===== config.mk =====
export PLATFORM = sky130hd
export DESIGN_NAME = bcd_stopwatch_ctrl_flat
export DESIGN_NICKNAME = d
export VERILOG_FILES = /design/src/rtl/bcd_stopwatch_ctrl_if.sv /design/src/rtl/bcd_stopwatch_ctrl.sv /design/src/flat_wrapper.sv
export SDC_FILE = /design/constraint.sdc
export NUM_CORES = 1
export LEC_CHECK = 0
export CAP_MARGIN = 25
export CORE_MARGIN = 2
export CORE_UTILIZATION = 40
export CTS_CLUSTER_DIAMETER = 50
export CTS_CLUSTER_SIZE = 10
export DETAILED_ROUTE_END_ITERATION = 12
export HOLD_SLACK_MARGIN = 0.1
export PLACE_DENSITY = 0.74
export SLEW_MARGIN = 20
export SYNTH_ARGS = -nofsm -noshare
export SYNTH_HDL_FRONTEND = slang
export SYNTH_SLANG_ARGS = --single-unit

===== constraint.sdc =====
create_clock -name clk -period 3.2 [get_ports clk]
set_input_delay 0.64 -clock clk [delete_from_list [all_inputs] [get_ports clk]]
set_output_delay 0.64 -clock clk [all_outputs]
set_load 0.01 [all_outputs]

===== src/rtl/bcd_stopwatch_ctrl_if.sv =====
// Link between the stopwatch controller and its two-digit BCD counter.
// The controller side (master) drives enable/clear; the counter side (slave) returns value and carry.
interface bcd_stopwatch_ctrl_if;
  logic [7:0] cnt_q;
  logic       cnt_co;
  logic       cnt_ce;
  logic       cnt_clr;

  modport master (input cnt_q, input cnt_co, output cnt_ce, output cnt_clr);
  modport slave  (output cnt_q, output cnt_co, input cnt_ce, input cnt_clr);
endinterface


===== src/rtl/bcd_stopwatch_ctrl.sv =====
// Run/pause/clear controller with prescaler and BCD stop limit for an external 00..99 BCD counter.
// Optional lap-hold display is built only when LAP_EN is defined.
module bcd_stopwatch_ctrl #(
  parameter int DIV = 50,
  parameter int PW  = 16
) (
  input  logic                 clk,
  input  logic                 R,
  input  logic                 ss,
  input  logic                 clr_req,
  input  logic                 lap,
  input  logic [7:0]           lim,
  bcd_stopwatch_ctrl_if.master cnt,
  output logic [7:0]           disp,
  output logic                 running,
  output logic                 done,
  output logic                 ovf,
  output logic                 lim_err,
  output logic [1:0]           state
);
  typedef enum logic [1:0] {IDLE = 2'd0, RUN = 2'd1, PAUSE = 2'd2, DONE = 2'd3} state_t;

  localparam logic [PW-1:0] PRE_LAST = PW'(DIV - 1);

  function automatic logic bcd_digit_bad(input logic [3:0] n);
    return n > 4'd9;
  endfunction

  state_t        state_q, state_d;
  logic [PW-1:0] pre_q, pre_d;
  logic          ovf_q, ovf_d;
  logic [7:0]    lim_eff;
  logic          stop_hit;
  logic          tick;
  logic          ce;

  // An invalid limit degrades to free-run rather than stopping somewhere unreachable.
  always_comb begin
    lim_err  = bcd_digit_bad(lim[7:4]) | bcd_digit_bad(lim[3:0]);
    lim_eff  = lim_err ? 8'h00 : lim;
    stop_hit = (lim_eff != 8'h00) && (cnt.cnt_q == lim_eff);
    tick     = (state_q == RUN) && (pre_q == PRE_LAST) && !clr_req;
    ce       = tick && !stop_hit;
  end

  always_ff @(posedge clk) begin
    if (!R) begin
      state_q <= IDLE;
      pre_q   <= '0;
      ovf_q   <= 1'b0;
    end else begin
      state_q <= state_d;
      pre_q   <= pre_d;
      ovf_q   <= ovf_d;
    end
  end

  // Prescaler freezes on the cycle that pauses, so a resume continues the same count period.
  always_comb begin
    state_d = state_q;
    pre_d   = pre_q;
    ovf_d   = ovf_q | (cnt.cnt_co & ce);
    if (clr_req) begin
      state_d = IDLE;
      pre_d   = '0;
      ovf_d   = 1'b0;
    end else begin
      unique case (state_q)
        IDLE: begin
          if (ss) begin
            state_d = RUN;
            pre_d   = '0;
          end
        end
        RUN: begin
          if (tick)
            pre_d = '0;
          else if (!stop_hit && !ss)
            pre_d = pre_q + 1'b1;
          if (stop_hit)
            state_d = DONE;
          else if (ss)
            state_d = PAUSE;
        end
        PAUSE: begin
          if (ss)
            state_d = RUN;
        end
        default: begin
        end
      endcase
    end
  end

`ifdef LAP_EN
  logic       lap_act_q, lap_act_d;
  logic [7:0] lap_reg_q, lap_reg_d;
  logic       lap_ok;

  always_comb begin
    lap_ok    = lap && !clr_req && ((state_q == RUN) || (state_q == PAUSE));
    lap_act_d = clr_req ? 1'b0 : (lap_ok ? !lap_act_q : lap_act_q);
    lap_reg_d = (lap_ok && !lap_act_q) ? cnt.cnt_q : lap_reg_q;
  end

  always_ff @(posedge clk) begin
    if (!R)
      lap_act_q <= 1'b0;
    else
      lap_act_q <= lap_act_d;
    lap_reg_q <= lap_reg_d;
  end
`else
  logic unused_lap;
  assign unused_lap = lap;
`endif

  always_comb begin
    running = (state_q == RUN);
    done    = (state_q == DONE);
    state   = state_q;
    ovf     = ovf_q;
`ifdef LAP_EN
    disp    = lap_act_q ? lap_reg_q : cnt.cnt_q;
`else
    disp    = cnt.cnt_q;
`endif
  end

  assign cnt.cnt_ce  = ce;
  assign cnt.cnt_clr = !R | clr_req;

endmodule


===== src/flat_wrapper.sv =====
// flat-port wrapper written by rule: the top's interface ports become plain ports
module bcd_stopwatch_ctrl_flat 
#(
  parameter int DIV = 50,
  parameter int PW  = 16
)
  (clk, R, ss, clr_req, lap, lim, disp, running, done, ovf, lim_err, state, cnt_cnt_q, cnt_cnt_co, cnt_cnt_ce, cnt_cnt_clr);
  bcd_stopwatch_ctrl_if cnt_i ();
  input  logic clk;
  input  logic R;
  input  logic ss;
  input  logic clr_req;
  input  logic lap;
  input  logic [7:0] lim;
  output logic [7:0] disp;
  output logic running;
  output logic done;
  output logic ovf;
  output logic lim_err;
  output logic [1:0] state;
  input wire logic [$bits(cnt_i.cnt_q)-1:0] cnt_cnt_q;
  input wire logic [$bits(cnt_i.cnt_co)-1:0] cnt_cnt_co;
  output wire logic [$bits(cnt_i.cnt_ce)-1:0] cnt_cnt_ce;
  output wire logic [$bits(cnt_i.cnt_clr)-1:0] cnt_cnt_clr;
  assign cnt_i.cnt_q = cnt_cnt_q;
  assign cnt_i.cnt_co = cnt_cnt_co;
  assign cnt_cnt_ce = cnt_i.cnt_ce;
  assign cnt_cnt_clr = cnt_i.cnt_clr;
  bcd_stopwatch_ctrl #(.DIV(DIV), .PW(PW)) u_core (.clk(clk), .R(R), .ss(ss), .clr_req(clr_req), .lap(lap), .lim(lim), .cnt(cnt_i), .disp(disp), .running(running), .done(done), .ovf(ovf), .lim_err(lim_err), .state(state));
endmodule

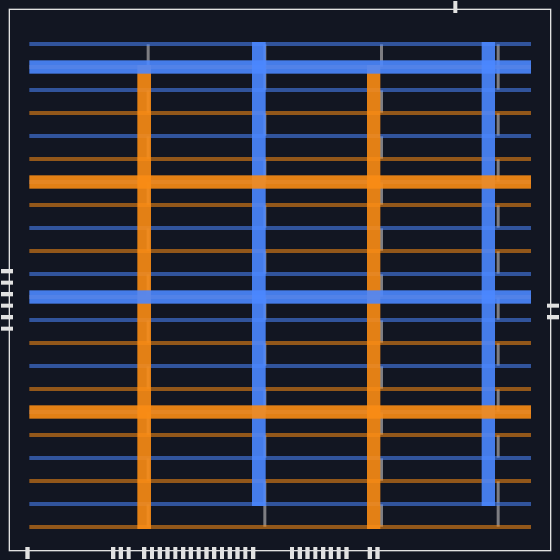
power_grid.png
Pins as bars on the die edge. Tap cells in grey.
colour	net
orange	VSS
blue	VDD
met1 rails	22
signal pins	38
tap cells	46
met4 straps	4
Die H: 63.87 um
CORE AREA: 3390 um2
Die Wd: 63.87 um
Max VDD drop: 0.0002272 V

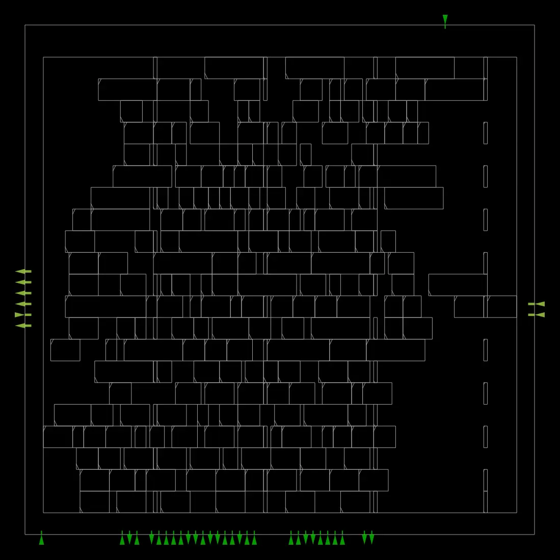
placement.png
n_taps: 46
fill count: 309
Rows: 21
Seq cells: 19
flop share of the area: 0.1984

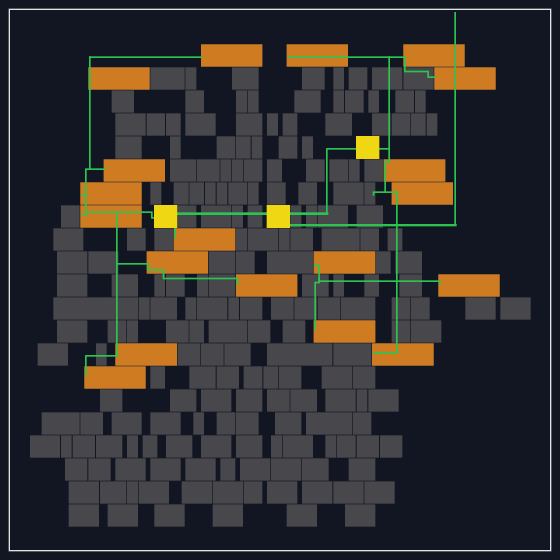
clk_routes.png
[orange] flip-flops | count: 19
[yellow] clock drivers | count: 3
[green] clock wires | length: 254 um
routed clock nets	4

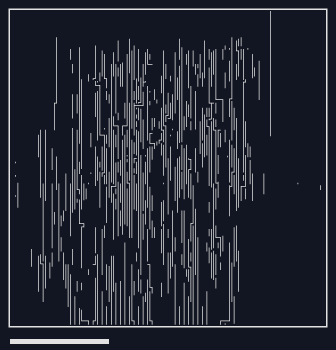
layer_met2.png
The bar under the picture is 20 um long.
nets with wire on the layer	217
main direction	vertical
share of all routed wire	51%
WL final: 4047 um
via count: 1527
M2 GR Usage: 0.3581

==> results.cfg <==
; flow metrics
[hold_path]
hold_end = u_core.ovf
hold_path_class = reg2reg

[sta]
slew_headroom = 0.6643
min_period_ns = 2.993
tightest_slew_ns = 0.5035
period_used_share = 0.9353
maxSlewViolCount = 0
worst_slack_ns = 0.2071

[worst_setup_path]
startpoint = lim[6]
endpoint_kind = output pin
arrival_ns = 2.35
cp-endpoint = cnt_cnt_ce

[routing]
drtAntennaViolNets = 0
drt-met1-wl_um = 1795
dr.pass1.iters = 4
wl_met3_um = 179

[synthesis]
synth_seq_share = 0.2653
ys_sh_xor = 0.03665
top_cells_by_area = dfxtp_1 (27%), a221o_1 (4.2%), buf_4 (4.2%), nand2_1 (4.2%), nor2_1 (4.2%)
synthTopCellsByCount = dfxtp_1 (19), nand2_1 (16), nor2_1 (16), and3_1 (9)
edf_count = 0
syn_area_um2 = 1434
yosys.cell_types.count = 52
aoi_share = 0.2618
yosys_cells = 173
mux_share = 0.007853
synth_flop_count = 19

[global_routing]
use_met3 = 0.05634
grt_overflow = 0
antenna_found_initial = 0
grt_usage = 0.2083

[cells_and_area]
comb_cells = 134
bufAreaShareNonClock = 0.2539
final_core_util = 0.5655
final_cells = 263
drive_above_1_share = 0.1521
synthToLayoutAreaGrowth_pct = 33.68
seq_area_um2 = 380.4

[power]
p_clk_frac = 0.253
combPwrFrac = 0.253
seqPwrFrac = 0.494
power_density_nw_per_um2 = 252.5
p_comb_uw = 122
cell_internal_pwr_uw = 352.0

[status]
status = complete, no violations

[clocking]
htreeDepth = 1

[place]
post-place-ws_ns = -0.02697
gp_congestion = 0.8082
